Design crypto_reg_arbiter_flat, sky130hd; sources not shown.
==> images/layer_met1.png <==
Supply wires on this layer in gray.
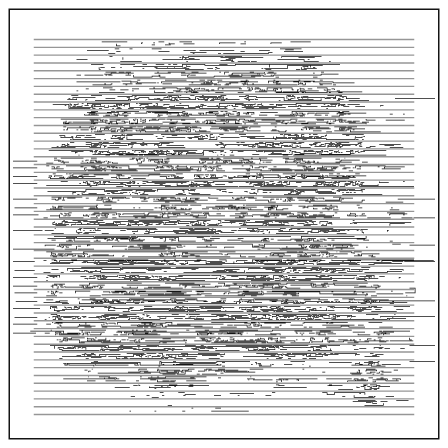
The longest straight run is 67.2 µm. The layer holds 37% of the routed length. The wires run mostly horizontal. The layer carries 11900 µm of wire. 1266 nets have wire on it.
via count: 9287
final wirelength: 31900 µm
met1 GRT Util: 0.360

==> images/layer_met2.png <==
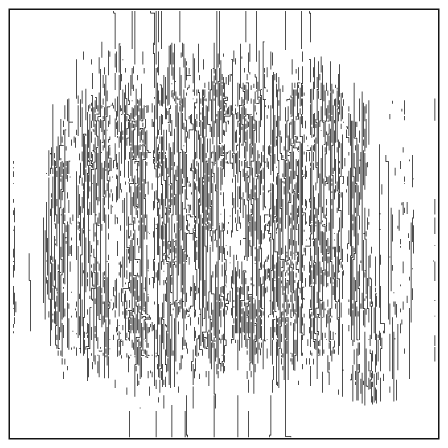
The layer carries 14100 µm of wire. 1033 nets have wire on it. The wires run mostly vertical. The layer holds 44% of the routed length.
grt met2 use: 0.448

==> images/layer_met3.png <==
Bar = 50 µm. Cells faint in the background.
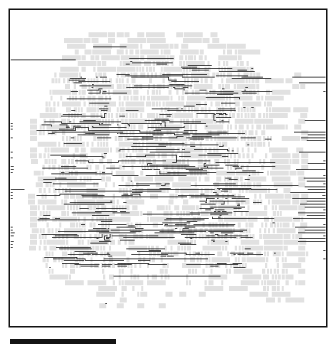
The longest straight run is 50.6 µm. The layer holds 13% of the routed length. The wires run mostly horizontal. The layer carries 4060 µm of wire.
grt met3 use: 0.0731

==> images/layer_met4.png <==
Supply wires on this layer in gray. Cells faint in the background.
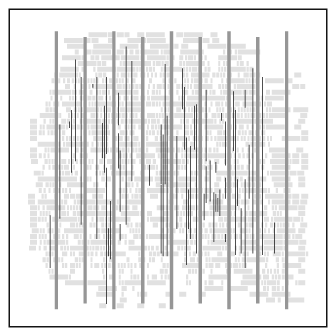
The longest straight run is 87.0 µm. 45 nets have wire on it. The layer carries 1800 µm of wire. The wires run mostly vertical.

==> ci_impl_report.md <==
### Yosys + OpenROAD results

| Metric | Value |
|---|---|
| Result of the run | finished, final reports clean |
| Achievable clock frequency | between 200 and 300 MHz |
| Finished Cell Area | 10500 µm² |
| Worst endpoint required time | 4.87 ns |
| Placed Area | 9890 µm² |
| Top cells excl fill/tap | 467 x nand2_1, 147 x inv_1, 140 x dfrtp_1 |
| FF-to-FF setup slack | 1.82 ns |
| Max reg flops | 96 |
| Slowest stage cell on the critical path | clkdlybuf4s50_1 |
| Clk buf depth | 2 |
| CP max FO | 19 |
| Pwr Density | approximately 480 nW/µm² |
| Remaining antenna violation count | 0 |
| P_int | 3.10 mW |
| Vias per cell | 5.79 |
| Drt first pass iters | 6 |
| CP Class | in2reg |
| Ys flops | ~140 |
| Slack of the critical path | 1.35 ns |
| CTS buffer count | 17 |
| Area leader share | 0.396 |
| Post-synth seq share | 0.399 |
| WP depth | 7 |
| Chip height | about 150 µm |
| Root buffer cell | clkbuf_16 |
| Setup TNS | 0 ns |
| Core Util, Final | 0.607 |
| Synth Instances | 1300 |
| Seq pwr share | 0.367 |
| Leak | 5.30 nW |
| Fin cells | 1605 |
| Min Tclk post-route | ~3.4 ns |
| Met3 routed WL | 4060 µm |
| Port Buffers | approximately 82 |
| Relative slew margins | 0.229 |
| Sequential Power | between 1.5 and 2 mW |
| Routability cong. | 1.01 |
| Top delay family on crit path | simple AND/OR/NAND/NOR gates |
| Largest area contributor in the netlist | dfrtp_1 |
| CP endpoint kind | flop |
| Final period util | 0.713 |
| CP bufs+invs | 1 |
| Routed wl met2 | 14100 µm |
| Synthesized area | 8840 µm² |
| Tightest Pin Transition | ~1.2 ns |
| Startpoint Class | input pin |
| Comb pwr | between 1.5 and 2 mW |
| # DRC | 0 |
| Total global-route track usage | 0.298 |
| DR top layer | met4 |
| Worst-path cell chain | clkdlybuf4s50_1 > nand3_1 > nand2_1 > nand2_2 > nor2_4 > nand2_1 > nand2_1 |
| Post-CTS Setup Bufs | 0 |
| Async set-reset flop share out of synthesis | 1.00 |
| Synth top cell by count | nand2_1 |
| Fillcell total | ~1.6k |
| Top cells by count, synth | 467 x nand2_1, 148 x inv_1, 140 x dfrtp_1, 117 x nor2_1, 116 x nand3_1 |
| DP Worst Slack | 1.05 ns |
| Synth Area per Inst | 6.80 µm² |
| RSZ-0062 raised after global routing | false |
| Switching Fraction | 0.383 |
| Cts hold-fix bufs | 0 |
| Register area | approximately 3500 µm² |
| P_clk | 1.40 mW |
| CTS H-tree lvls | 4 |
| CTS sink count | around 140 |
| Nets@finish | around 1.4k |
| Synthesis area per yosys | a little under 9000 µm² |
| Detailed placer's ending HPWL | 20900 µm |
| Number of enable flip-flop cells | 0 |
| Synth Flop Type | dfrtp_1 |
| Grt total ovfl | 0 |
| Drt wl/cell | 19.9 µm |
| FP Rows | approximately 48 |
| Tool Warnings | 26 |
| Post-cts sizing count | 0 |
kinds of logic (layout without fill, tap and decap cells):
logic type	after synthesis	after routing	share of synthesized area
AND-OR/OR-AND	174	174	0.130
other	0	1	0
flip-flops	141	141	0.399
adder cells (fa/ha/maj)	2	2	0.00283
buffers and inverters	221	300	0.103
XOR/XNOR	1	1	0.000991
AND/OR/NAND/NOR	761	761	0.364
per-layer routing:
metal | global-route usage | vias up
met4 | 0.174 | 0
met3 | 0.0731 | 131
met1 | 0.360 | 4234
li1 | - | 4207
met5 | - | -
met2 | 0.448 | 715
area by class of cell:
class	instances	share of cell area
multi-input cells	938	0.421
flip-flops and latches	141	0.336
repair buffers	113	0.103
inverters	155	0.0558
clock buffers	21	0.0439
well taps	225	0.0268
clock inverters	11	0.0135
diodes	1	0.000238
No activity file was given, so power comes from the tool's default toggle rates.
